===== src/rtl/sync_ram_if.sv =====
// Port bundle for sync_ram: write port, read port, clear request and status.
// The master drives requests; the slave (the RAM) returns read data and status.
interface sync_ram_if #(
    parameter int unsigned DWIDTH = 8,
    parameter int unsigned AWIDTH = 5
);
    logic              clr;
    logic              we;
    logic [AWIDTH-1:0] waddr;
    logic [DWIDTH-1:0] wdata;
    logic              re;
    logic [AWIDTH-1:0] raddr;
    logic [DWIDTH-1:0] rdata;
    logic              rvalid;
    logic              busy;

    modport master (
        output clr, we, waddr, wdata, re, raddr,
        input  rdata, rvalid, busy
    );

    modport slave (
        input  clr, we, waddr, wdata, re, raddr,
        output rdata, rvalid, busy
    );
endinterface


===== src/rtl/sync_ram.sv =====
// Simple-dual-port synchronous RAM with registered read, selectable collision
// behaviour and a hardware sweep that zeroes the array after reset or on request.
module sync_ram #(
    parameter int unsigned DWIDTH     = 8,
    parameter int unsigned AWIDTH     = 5,
    parameter int unsigned RD_MODE    = 0,
    parameter int unsigned CLR_ON_RST = 1
) (
    input logic       clk,
    input logic       rst_,
    sync_ram_if.slave bus
);
    localparam int unsigned DEPTH = 2 ** AWIDTH;

    typedef enum logic [0:0] {StClear, StReady} state_e;

    state_e            state_q, state_d;
    logic [AWIDTH-1:0] clr_cnt_q, clr_cnt_d;
    logic              busy_q, busy_d;
    logic              rvalid_q, rvalid_d;
    logic [DWIDTH-1:0] rdata_q, rdata_d;

    logic              mem_we;
    logic [AWIDTH-1:0] mem_waddr;
    logic [DWIDTH-1:0] mem_wdata;
    logic [DWIDTH-1:0] mem [DEPTH];

    always_comb begin
        state_d   = state_q;
        clr_cnt_d = clr_cnt_q;
        busy_d    = busy_q;
        rvalid_d  = 1'b0;
        rdata_d   = rdata_q;
        mem_we    = 1'b0;
        mem_waddr = bus.waddr;
        mem_wdata = bus.wdata;

        unique case (state_q)
            StClear: begin
                mem_we    = 1'b1;
                mem_waddr = clr_cnt_q;
                mem_wdata = '0;
                clr_cnt_d = clr_cnt_q + AWIDTH'(1);
                if (clr_cnt_q == {AWIDTH{1'b1}}) begin
                    state_d = StReady;
                    busy_d  = 1'b0;
                end
            end
            StReady: begin
                mem_we = bus.we;
                if (bus.re) begin
                    rvalid_d = 1'b1;
                    // Write-first forwards the incoming word on a same-address collision.
                    if ((RD_MODE != 0) && bus.we && (bus.waddr == bus.raddr)) begin
                        rdata_d = bus.wdata;
                    end else begin
                        rdata_d = mem[bus.raddr];
                    end
                end
                if (bus.clr) begin
                    state_d   = StClear;
                    clr_cnt_d = '0;
                    busy_d    = 1'b1;
                end
            end
        endcase
    end

    always_ff @(posedge clk or negedge rst_) begin
        if (!rst_) begin
            if (CLR_ON_RST != 0) begin
                state_q <= StClear;
            end else begin
                state_q <= StReady;
            end
            clr_cnt_q <= '0;
            busy_q    <= (CLR_ON_RST != 0);
            rvalid_q  <= 1'b0;
            rdata_q   <= '0;
        end else begin
            state_q   <= state_d;
            clr_cnt_q <= clr_cnt_d;
            busy_q    <= busy_d;
            rvalid_q  <= rvalid_d;
            rdata_q   <= rdata_d;
        end
    end

    // The array carries no reset; the sweep is what gives it defined contents.
    always_ff @(posedge clk) begin
        if (mem_we) begin
            mem[mem_waddr] <= mem_wdata;
        end
    end

    assign bus.rdata  = rdata_q;
    assign bus.rvalid = rvalid_q;
    assign bus.busy   = busy_q;
endmodule


===== src/flat_wrapper.sv =====
// flat-port wrapper written by rule: the top's interface ports become plain ports
module sync_ram_flat 
#(
    parameter int unsigned DWIDTH     = 8,
    parameter int unsigned AWIDTH     = 5,
    parameter int unsigned RD_MODE    = 0,
    parameter int unsigned CLR_ON_RST = 1
)
  (clk, rst_, bus_clr, bus_we, bus_waddr, bus_wdata, bus_re, bus_raddr, bus_rdata, bus_rvalid, bus_busy);
  sync_ram_if #(.DWIDTH(DWIDTH), .AWIDTH(AWIDTH)) bus_i ();
  input logic clk;
  input logic rst_;
  input wire logic [$bits(bus_i.clr)-1:0] bus_clr;
  input wire logic [$bits(bus_i.we)-1:0] bus_we;
  input wire logic [$bits(bus_i.waddr)-1:0] bus_waddr;
  input wire logic [$bits(bus_i.wdata)-1:0] bus_wdata;
  input wire logic [$bits(bus_i.re)-1:0] bus_re;
  input wire logic [$bits(bus_i.raddr)-1:0] bus_raddr;
  output wire logic [$bits(bus_i.rdata)-1:0] bus_rdata;
  output wire logic [$bits(bus_i.rvalid)-1:0] bus_rvalid;
  output wire logic [$bits(bus_i.busy)-1:0] bus_busy;
  assign bus_i.clr = bus_clr;
  assign bus_i.we = bus_we;
  assign bus_i.waddr = bus_waddr;
  assign bus_i.wdata = bus_wdata;
  assign bus_i.re = bus_re;
  assign bus_i.raddr = bus_raddr;
  assign bus_rdata = bus_i.rdata;
  assign bus_rvalid = bus_i.rvalid;
  assign bus_busy = bus_i.busy;
  sync_ram #(.DWIDTH(DWIDTH), .AWIDTH(AWIDTH), .RD_MODE(RD_MODE), .CLR_ON_RST(CLR_ON_RST)) u_core (.clk(clk), .rst_(rst_), .bus(bus_i));
endmodule

===== config.mk =====
export PLATFORM = sky130hd
export DESIGN_NAME = sync_ram_flat
export DESIGN_NICKNAME = d
export VERILOG_FILES = /design/src/rtl/sync_ram_if.sv /design/src/rtl/sync_ram.sv /design/src/flat_wrapper.sv
export SDC_FILE = /design/constraint.sdc
export NUM_CORES = 1
export LEC_CHECK = 0
export CAP_MARGIN = 20
export CORE_ASPECT_RATIO = 0.7
export CORE_MARGIN = 4
export CORE_UTILIZATION = 35
export DETAILED_ROUTE_END_ITERATION = 8
export PLACE_DENSITY = 0.51
export SYNTH_ARGS = -nofsm -noshare
export SYNTH_HDL_FRONTEND = slang
export SYNTH_SLANG_ARGS = --single-unit

===== constraint.sdc =====
create_clock -name clk -period 5.4 [get_ports clk]
set_input_delay 1.35 -clock clk [delete_from_list [all_inputs] [get_ports clk]]
set_output_delay 1.35 -clock clk [all_outputs]
set_load 0.1 [all_outputs]

==> summary.txt <==
Synthesis and PnR results.

- The number of cells in the finished layout apart from fillers is between 1000 and 1500.
- The post-CTS setup buffer count reads 0.
- The number of input and output port buffers inserted is 32.
- The busiest metal layer after global routing reads met1.
- The synthesized-area fraction occupied by xor and xnor cells is less than 1%.
- The number of cells traversed by the worst hold path reads 2.
- The run finished with clean final reports.
- The largest individual stage delay along the critical path comes from the cell sky130_fd_sc_hd__and2b_1.
- The hold violation count in the final report reads 0.
- Per the cell usage report, the commonest logic cell in the layout is sky130_fd_sc_hd__edfxtp_1.
- Measured on the final layout, the clock distribution area share stands at under 10%.
- The setup slack of the critical path after layout reads ~1.8 ns.
- The kind of end point of the critical path reads a register.
- The final critical-path share of the clock period is 66.1%.
- The origin of the critical flop-to-flop path is u_core.state_q$_DFF_PN0_.
- The sequential portion of the cell area is 63.7%.
- The headroom to the max-slew limit reads between 20% and 30%.
- The site row count is 54.
- The area share of the leading cell type in the synthesized netlist is a little over two thirds.
- The multiplexer fraction of the synthesized cell area reads 11.9%.
- The setup total negative slack reads 0 ns.
- The highest attainable clock frequency reads approximately 280 MHz.
- The number of warnings the tools reported is 26.
- The largest vdd supply drop is around 300 uV.
- The cell family contributing the most delay on the critical path is AND-OR/OR-AND gates.
- The number of nets handed over by synthesis was 667.
- The tap cell instance count reads ~420.
- The skew report gives the latency at the later pin of the worst-skew pair as around 0.54 ns.
- Along the worst path, the maximum fanout reaches 17.
- At the floorplan stage, the core utilization is reported as around 35%.
- The overall die area is about 34000 sq um.
- The fraction of cell area in multi-input combinational cells is reported as 21.1%.
- The required time of the critical path reads 5.82 ns.
- Ranking logic cells in the layout by count gives the top entries sky130_fd_sc_hd__edfxtp_1, sky130_fd_sc_hd__mux2i_1, sky130_fd_sc_hd__nor2_1.
- The maximum buffer depth of the clock tree reads 3.
- For the worst flop-to-flop path, the logic depth is 3.
- Counting buffers and inverters, the worst setup path is 7 cells deep.
- The warning tally printed by Yosys for this design is 0.
- In the final routing, the length of wire on met1 measures between 10 and 15 mm.
- The clock tree buffer count of the final layout reads 33.
- The transition at the pin with the smallest max-transition slack reads 1.11 ns.
- met2 track demand over resource after global routing is 22.9%.
- The number of H-tree levels reads 1.
- In the final layout, non-clock buffers account for a little under 4% of the cell area.
- STA reports a reg2reg setup slack of roughly 2.4 ns.
- The via count of the first global-routing pass came to 5895.
- The post-route DRC violation count is 0.
- The leakage power figure is 0.00448 uW.
- Leaving out buffers and inverters, the combinational logic in the layout accounts for 2680 sq um.
where the power goes:
part | total, uW | internal, uW | switching [uW]
logic | 1160 | 318 | 840
registers | 2780 | 2660 | 120
clock network | 1850 | 1090 | 761
through the flow:
step | util (%) | hold slack [ns]
2_1_floorplan | - | 0.564
3_3_place_gp | 38.0 | 0.485
3_5_place_dp | 38.0 | 0.491
4_1_cts | 40.8 | 0.500
5_1_grt | 40.8 | 0.555
6_report | 40.8 | 0.502
Yosys cell counts, drive strengths merged, types with 2 or more instances:
master and count:
inv 7, nand2b 3, nor2 37, and2 9, o41ai 8, buf 18
a21oi 18, ha 2, a22oi 32, edfxtp 256, o22ai 12, a22o 16
o32ai 4, a221oi 16, mux2i 130, dfrtp 15, nor2b 3, clkbuf 17
nand2 25, xnor2 2
Figure 1. The metal 3 layer.
Drawn at 2 px/micron.
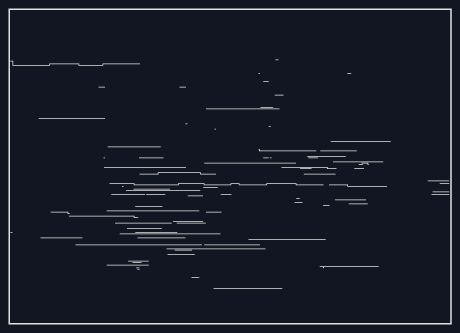
share of all routed wire: 5.4%
nets with wire on the layer: 50
via count of the routed design: 5779
met3 GRT Util: 3.05%
WL final: 26.2 mm

Figure 2. Clock nets.
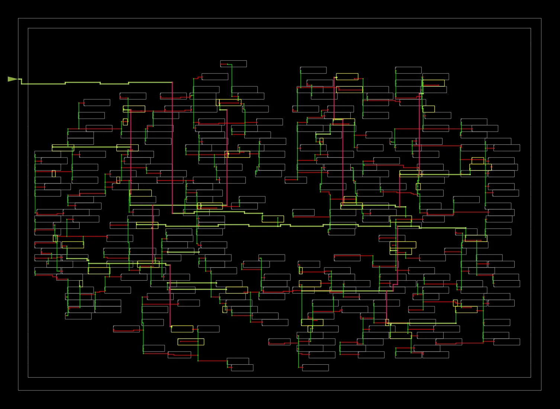
Clock Sinks: 272
number of CTS-inserted buffers: 26
Layout Skew: 0.0154 ns

Figure 3. Routed metal, one colour a layer.
Drawn at 1 px/micron.
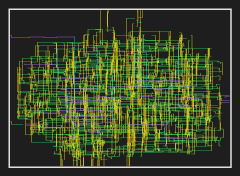
| colour | layer | wire length |
|---|---|---|
| purple | met3 | 1420 microns |
| yellow | met2 | 11400 microns |
| green | met1 | 12900 microns |
| cyan | met4 | 469 microns |

Figure 4. Clock network drawn from the DEF.
Drawn at 2 px/micron.
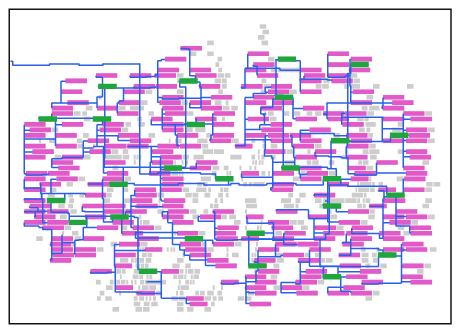
[blue] clock wires | length: 3240 microns
[green] cells driving clock nets | count: 26
[magenta] flip-flops | count: 272
routed clock nets: 27

Power and IR drop assume default switching activity.
